`config.mk`:
```
export PLATFORM = sky130hd
export DESIGN_NAME = sr_latch_ctrl_flat
export DESIGN_NICKNAME = d
export VERILOG_FILES = /design/src/rtl/sr_ctrl_pkg.sv /design/src/rtl/sr_latch_ctrl_if.sv /design/src/rtl/sr_latch_ctrl_rr_arbiter.sv /design/src/rtl/sr_latch_ctrl.sv /design/src/flat_wrapper.sv
export SDC_FILE = /design/constraint.sdc
export NUM_CORES = 1
export LEC_CHECK = 0
export CAP_MARGIN = 20
export CORE_UTILIZATION = 49
export CTS_CLUSTER_DIAMETER = 200
export DETAILED_ROUTE_END_ITERATION = 7
export PLACE_DENSITY = 0.85
export RECOVER_POWER = 50
export SYNTH_ARGS = -nofsm -noshare
export SYNTH_HDL_FRONTEND = slang
export SYNTH_SLANG_ARGS = --single-unit
```
`constraint.sdc`:
```
create_clock -name clk -period 2.3 [get_ports clk]
set_input_delay 0.23 -clock clk [delete_from_list [all_inputs] [get_ports clk]]
set_output_delay 0.23 -clock clk [all_outputs]
set_load 0.02 [all_outputs]
```
`src/rtl/sr_ctrl_pkg.sv`:
```
// -----------------------------------------------------------------------------
// sr_ctrl_pkg
// Shared types and constants for the SR latch controller.
//   state_t  : sequencing states IDLE -> PULSE -> SETTLE -> DONE -> IDLE
//   OP_SET   : operation code driving latch Q to 1
//   OP_CLR   : operation code driving latch Q to 0
//   max_int  : elaboration-time helper for counter sizing
// -----------------------------------------------------------------------------
package sr_ctrl_pkg;

  typedef enum logic [1:0] {
    IDLE   = 2'd0,
    PULSE  = 2'd1,
    SETTLE = 2'd2,
    DONE   = 2'd3
  } state_t;

  localparam logic OP_SET = 1'b1;
  localparam logic OP_CLR = 1'b0;

  function automatic int max_int(input int a, input int b);
    return (a > b) ? a : b;
  endfunction

endpackage

```
`src/rtl/sr_latch_ctrl_if.sv`:
```
// -----------------------------------------------------------------------------
// sr_latch_ctrl_if
// Requester-side bundle of the SR latch controller.
//   req  : per-requester request level, held until gnt
//   op   : per-requester operation (1 = set, 0 = clear), sampled at grant capture
//   gnt  : one-cycle completion pulse to the served requester
//   busy : operation in flight (grant capture through the gnt cycle)
//   err  : sticky latch-verify mismatch flag
// Modports: master = requester side, slave = controller side.
// -----------------------------------------------------------------------------
interface sr_latch_ctrl_if #(
  parameter int N_REQ = 4
) ();

  logic [N_REQ-1:0] req;
  logic [N_REQ-1:0] op;
  logic [N_REQ-1:0] gnt;
  logic             busy;
  logic             err;

  modport master (
    output req,
    output op,
    input  gnt,
    input  busy,
    input  err
  );

  modport slave (
    input  req,
    input  op,
    output gnt,
    output busy,
    output err
  );

endinterface

```
`src/rtl/sr_latch_ctrl_rr_arbiter.sv`:
```
// -----------------------------------------------------------------------------
// rr_arbiter
// Combinational round-robin pick: the lowest requesting index at or after ptr,
// wrapping past N-1 back to 0.
//   req : request vector
//   ptr : index that has first priority
//   win : winning index (0 when nothing requests)
//   any : at least one request present
// -----------------------------------------------------------------------------
module rr_arbiter #(
  parameter  int N     = 4,
  localparam int IDX_W = $clog2(N)
) (
  input  logic [N-1:0]     req,
  input  logic [IDX_W-1:0] ptr,
  output logic [IDX_W-1:0] win,
  output logic             any
);

  always_comb begin
    int idx;
    // NOTE: every combinational output gets a default before any branch, so no
    // path through the block leaves a value held and no latch is inferred.
    idx = 0;
    win = '0;
    any = 1'b0;
    for (int k = 0; k < N; k++) begin
      idx = int'(ptr) + k;
      if (idx >= N) idx = idx - N;
      if (!any && req[IDX_W'(idx)]) begin
        any = 1'b1;
        win = IDX_W'(idx);
      end
    end
  end

endmodule

```
`src/rtl/sr_latch_ctrl.sv`:
```
// -----------------------------------------------------------------------------
// sr_latch_ctrl
// Sequences set/clear operations from N_REQ synchronous requesters onto one
// external NAND SR latch (active-low inputs). One operation is in flight; the
// winner is chosen round-robin. Each operation drives one latch input low for
// PULSE_CYC cycles, holds both inputs high for SETTLE_CYC cycles, then pulses
// gnt for one cycle.
//
// Ports
//   clk           : clock, all state on the rising edge
//   rst_n         : asynchronous active-low reset
//   bus           : requester bundle (req, op, gnt, busy, err), slave side
//   latch_set_n   : latch set input, active low, registered
//   latch_reset_n : latch reset input, active low, registered
//   latch_q       : latch Q feedback, used only with verification enabled
//
// Configuration
//   SR_CTRL_VERIFY_EN : when defined, latch_q is synchronised through two flops
//                       and compared with the operation in DONE; a mismatch sets
//                       the sticky err flag. When undefined err is tied to 0.
// -----------------------------------------------------------------------------
module sr_latch_ctrl
  import sr_ctrl_pkg::*;
#(
  parameter int N_REQ      = 4,
  parameter int PULSE_CYC  = 2,
  parameter int SETTLE_CYC = 2
) (
  input  logic                 clk,
  input  logic                 rst_n,
  sr_latch_ctrl_if.slave       bus,
  output logic                 latch_set_n,
  output logic                 latch_reset_n,
  input  logic                 latch_q
);

  localparam int IDX_W = $clog2(N_REQ);
  localparam int CNT_W = $clog2(max_int(PULSE_CYC, SETTLE_CYC) + 1);

  state_t             state_q, state_d;
  logic [IDX_W-1:0]   ptr_q, ptr_d;
  logic [IDX_W-1:0]   win_q, win_d;
  logic               op_q, op_d;
  logic [CNT_W-1:0]   cnt_q, cnt_d;
  logic [N_REQ-1:0]   gnt_q, gnt_d;
  logic               busy_q, busy_d;
  logic               set_n_d, reset_n_d;

  logic [IDX_W-1:0]   arb_win;
  logic               arb_any;
  logic               op_sel;

  rr_arbiter #(.N(N_REQ)) u_arb (
    .req (bus.req),
    .ptr (ptr_q),
    .win (arb_win),
    .any (arb_any)
  );

  assign op_sel = bus.op[arb_win];

  // Next-state and next-output logic. The latch drives are computed for the
  // state being entered so that the registered outputs line up exactly with
  // the state in which they are meant to be seen.
  always_comb begin
    state_d   = state_q;
    ptr_d     = ptr_q;
    win_d     = win_q;
    op_d      = op_q;
    cnt_d     = cnt_q;
    gnt_d     = '0;
    busy_d    = busy_q;
    set_n_d   = 1'b1;
    reset_n_d = 1'b1;

    unique case (state_q)
      IDLE: begin
        if (arb_any) begin
          state_d   = PULSE;
          win_d     = arb_win;
          op_d      = op_sel;
          cnt_d     = CNT_W'(PULSE_CYC - 1);
          busy_d    = 1'b1;
          set_n_d   = (op_sel != OP_SET);
          reset_n_d = (op_sel == OP_SET);
        end
      end

      PULSE: begin
        if (cnt_q == '0) begin
          state_d = SETTLE;
          cnt_d   = CNT_W'(SETTLE_CYC - 1);
        end else begin
          cnt_d     = cnt_q - 1'b1;
          set_n_d   = (op_q != OP_SET);
          reset_n_d = (op_q == OP_SET);
        end
      end

      SETTLE: begin
        if (cnt_q == '0) begin
          state_d = DONE;
          gnt_d   = N_REQ'(1) << win_q;
        end else begin
          cnt_d = cnt_q - 1'b1;
        end
      end

      DONE: begin
        state_d = IDLE;
        busy_d  = 1'b0;
        ptr_d   = (win_q == IDX_W'(N_REQ - 1)) ? '0 : win_q + 1'b1;
      end

      default: state_d = IDLE;
    endcase
  end

  // NOTE: sequential state uses non-blocking assignments so every register
  // samples the pre-edge values regardless of statement order.
  always_ff @(posedge clk or negedge rst_n) begin
    if (!rst_n) begin
      state_q       <= IDLE;
      ptr_q         <= '0;
      win_q         <= '0;
      op_q          <= OP_CLR;
      cnt_q         <= '0;
      gnt_q         <= '0;
      busy_q        <= 1'b0;
      latch_set_n   <= 1'b1;
      latch_reset_n <= 1'b1;
    end else begin
      state_q       <= state_d;
      ptr_q         <= ptr_d;
      win_q         <= win_d;
      op_q          <= op_d;
      cnt_q         <= cnt_d;
      gnt_q         <= gnt_d;
      busy_q        <= busy_d;
      latch_set_n   <= set_n_d;
      latch_reset_n <= reset_n_d;
    end
  end

  assign bus.gnt  = gnt_q;
  assign bus.busy = busy_q;

`ifdef SR_CTRL_VERIFY_EN
  // latch_q comes from an unclocked primitive, so it is brought into the clock
  // domain through two flops before being compared. By DONE the pulse edge is
  // at least PULSE_CYC + SETTLE_CYC cycles old, which covers the sync latency.
  logic q_meta, q_sync, err_q;

  always_ff @(posedge clk or negedge rst_n) begin
    if (!rst_n) begin
      q_meta <= 1'b0;
      q_sync <= 1'b0;
      err_q  <= 1'b0;
    end else begin
      q_meta <= latch_q;
      q_sync <= q_meta;
      if (state_q == DONE && q_sync != op_q) err_q <= 1'b1;
    end
  end

  assign bus.err = err_q;
`else
  logic unused_latch_q;
  assign unused_latch_q = latch_q;
  assign bus.err        = 1'b0;
`endif

  // Both latch inputs low would force Q = Qb = 1 and leave the latch in an
  // undefined state on release; the FSM never drives that combination.
  a_never_both_low: assert property (
    @(posedge clk) disable iff (!rst_n) (latch_set_n || latch_reset_n)
  );

endmodule
```
`src/flat_wrapper.sv`:
```
// flat-port wrapper written by rule: the top's interface ports become plain ports
module sr_latch_ctrl_flat import sr_ctrl_pkg::*;
#(
  parameter int N_REQ      = 4,
  parameter int PULSE_CYC  = 2,
  parameter int SETTLE_CYC = 2
)
  (clk, rst_n, latch_set_n, latch_reset_n, latch_q, bus_req, bus_op, bus_gnt, bus_busy, bus_err);
  sr_latch_ctrl_if #(.N_REQ(N_REQ)) bus_i ();
  input  logic clk;
  input  logic rst_n;
  output logic latch_set_n;
  output logic latch_reset_n;
  input  logic latch_q;
  input wire logic [$bits(bus_i.req)-1:0] bus_req;
  input wire logic [$bits(bus_i.op)-1:0] bus_op;
  output wire logic [$bits(bus_i.gnt)-1:0] bus_gnt;
  output wire logic [$bits(bus_i.busy)-1:0] bus_busy;
  output wire logic [$bits(bus_i.err)-1:0] bus_err;
  assign bus_i.req = bus_req;
  assign bus_i.op = bus_op;
  assign bus_gnt = bus_i.gnt;
  assign bus_busy = bus_i.busy;
  assign bus_err = bus_i.err;
  sr_latch_ctrl #(.N_REQ(N_REQ), .PULSE_CYC(PULSE_CYC), .SETTLE_CYC(SETTLE_CYC)) u_core (.clk(clk), .rst_n(rst_n), .bus(bus_i), .latch_set_n(latch_set_n), .latch_reset_n(latch_reset_n), .latch_q(latch_q));
endmodule
```
m3.png
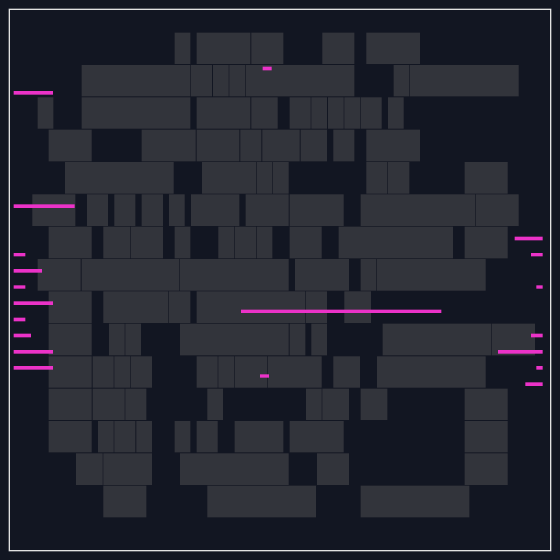
The wires run mostly horizontal. 19 nets have wire on it. The layer carries 47.6 µm of wire.

sizing.png
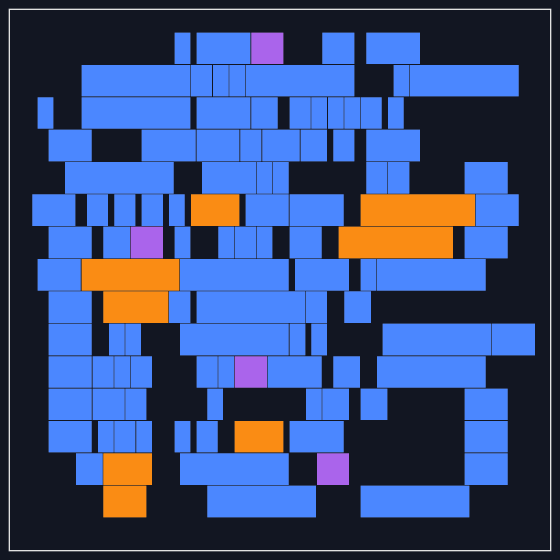
Key: x3 and x4 = purple [cells 4, most used clkbuf_4]; x1 and smaller = blue [cells 100, most used clkdlybuf4s50_1]; x2 = orange [cells 8]

clock_wires.png
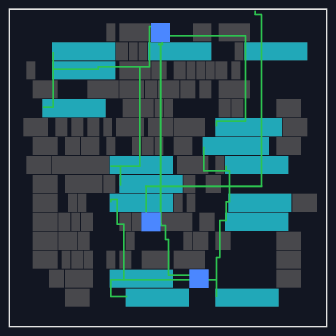
Key: flip-flops = cyan [count 16]; clock-net drivers = blue [count 3]; clock wires = green [length 230 µm]
There are 4 routed clock nets.
Late-Pin Clk Latency: 290 ps
Clock group: 0.147 mW
skew final: 7.15 ps
clock share of power: 10.8%

==> flow_summary.json <==
{
  "status": "complete, no violations",
  "tns_ps": 0,
  "max_freq_ghz": 0.575,
  "internal-power_mw": 0.796,
  "vdd_ir_drop_max_uv": 601,
  "cp-end-kind": "register",
  "routed_via_density": 5.35,
  "grt_antenna_before_repair": 0,
  "grt_first_pass_wirelength_um": 2860,
  "maxSlewHeadroom_pct": 52.9,
  "ys_ff": 16,
  "hold_violations": 0,
  "cts_hold_buf": 0,
  "n_antenna_cell": 0,
  "hp-class": "in -> async",
  "routedWlPerCell_um": 12.4,
  "final_core_util_pct": 64.7,
  "setup_slack_ps": 561,
  "timing.final.crit_share_pct": 75.6,
  "cts_tree": "done",
  "cp.required_ps": 2480,
  "critPathArrivalTime_ps": 1920,
  "syn2layout_area_growth_pct": 22.4,
  "final_nets": 135,
  "remaining_drc_errors": 0,
  "grt_overflow_total": 0,
  "tightest_slew_ps": 704,
  "synth_nets": 116,
  "slew_violations": 0,
  "yosys-stat-area_um2": 922,
  "cts-buffers-inserted": 3,
  "layout_min_cycle_time_ps": 1740,
  "clkTransAtPathRegs_ps": 90,
  "rsz0062_at_grt": "false",
  "leakagePower_nw": 0.517,
  "syn_area_um2": 922,
  "initial_core_util_pct": 52.8,
  "yosysTopAreaCell": "dfrtp_1",
  "cts_setup_buffers": 0,
  "slowest_stage": "a221oi_1",
  "ys_cells": 95,
  "drt_iter0_drc": 10,
  "slowest_delay_ps": 510,
  "place_congestion": 0.717,
  "cp_max_fo": 10,
  "top_cells_by_count": "dfrtp_1, ha_1, nand2_1, o21ai_0",
  "cts_max_level": 1,
  "die_height_um": 45.4,
  "synth_top_area_share_pct": 38.0,
  "syn-mean-instance-area_um2": 9.71,
  "io-pin-count": 19,
  "cts_resized": 0,
  "pwr-share-comb_pct": 52.5,
  "synthArstFlopShare_pct": 100,
  "ant_nets": 0,
  "swShare_pct": 41.8,
  "yosys_warnings": 0,
  "area_leaders": "dfrtp_1, ha_1, dfstp_2",
  "die_x_um": 45.4,
  "root_buffer": "clkbuf_4",
  "drtPass1Iterations": 4,
  "synthCells": 95,
  "maxCapViolations": 0,
  "grt_pass1_vias": 736,
  "synth.distinct_cells": 27
}
## cell families after synthesis
group                    after synthesis  synth area share [%]
AND/OR/NAND/NOR                       33                  17.6
other                                  1                 0.407
flip-flops                            16                  43.7
adder cells (fa/ha/maj)               10                  13.6
multiplexers                           3                  4.88
buffers and inverters                 11                  4.89
AND-OR/OR-AND                         21                  14.9
## routing by layer
layer  vias up  share of wire [%]  global-route usage (%)  routed length [µm]
met4         0                1.5                    14.5                  25
met3         2                2.8                    4.76                  47
met2        21                 56                    36.9                 953
met1       344                 39                    20.4                 669
met5         -                  0                       0                   0
li1        366                  -                       -                   -
## worst reg2reg max path, stage by stage, from the launching register on
cell and delay [ps]:
dfrtp_1 420, inv_1 60, ha_1 300, a221oi_1 510
nand3_1 140, o31ai_1 100, a21oi_1 100
## through the flow
stage	total power, mW	hold slack (ps)	area, µm²	cells
floorplan	1.01	-65.6	922	95
global placement	1.18	510	1110	134
detailed placement	1.23	532	1110	134
CTS	1.38	373	1130	137
global route	1.49	476	1130	137
finish	1.37	422	1130	137
## sequential cells by signal, indices dropped and copies added, names as in the netlist
register	count
u_core.state_q	2
u_core.win_q	2
u_core.cnt_q	2
u_core.ptr_q	2
u_core.latch_reset_n	1
u_core.op_q	1
u_core.bus.busy	1
u_core.bus.gnt	4
u_core.latch_set_n	1
## final timing paths
kind	from	endpoint	slack, ps	cells after the start
max	u_core.cnt_q[0]	u_core.cnt_q[0]	560	6
min	rst_n	u_core.cnt_q[0]	420	1
max reg2reg	u_core.cnt_q[0]	u_core.cnt_q[0]	560	6
min reg2reg	u_core.bus.busy	u_core.bus.busy	560	2
max in group asynchronous	rst_n	u_core.ptr_q[1]	1430	1
min in group clk	u_core.bus.busy	u_core.bus.busy	560	2
## power groups by stage
stage	combinational [mW]	sequential, mW	clock [mW]
2_1_floorplan	0.477	0.530	0
3_3_place_gp	0.679	0.497	0
3_5_place_dp	0.722	0.506	0
4_1_cts	0.725	0.502	0.153
5_1_grt	0.817	0.515	0.161
6_report	0.718	0.501	0.147
## final cells by class
type,count,area (µm²)
Sequential cell,16,403
Fill cell,157,617
Clock buffer,3,22.5
Tap cell,25,31.3
Timing Repair Buffer,17,168
Inverter,8,30.0
Multi-Input combinational cell,68,474
## cell usage in the layout, fill, tap and decap left out, types with 2 or more instances in the layout
| cell type | n |
|---|---|
| clkdlybuf4s50_1 | 15 |
| nor2b_1 | 2 |
| and3_1 | 4 |
| nor2_1 | 8 |
| nand3b_1 | 2 |
| dfstp_2 | 2 |
| dfrtp_1 | 14 |
| a21oi_1 | 4 |
| nand2_1 | 10 |
| o21ai_0 | 10 |
| nand3_1 | 4 |
| clkbuf_4 | 3 |
| ha_1 | 10 |
| mux2_2 | 2 |
| inv_1 | 8 |
Power and IR drop assume default switching activity.
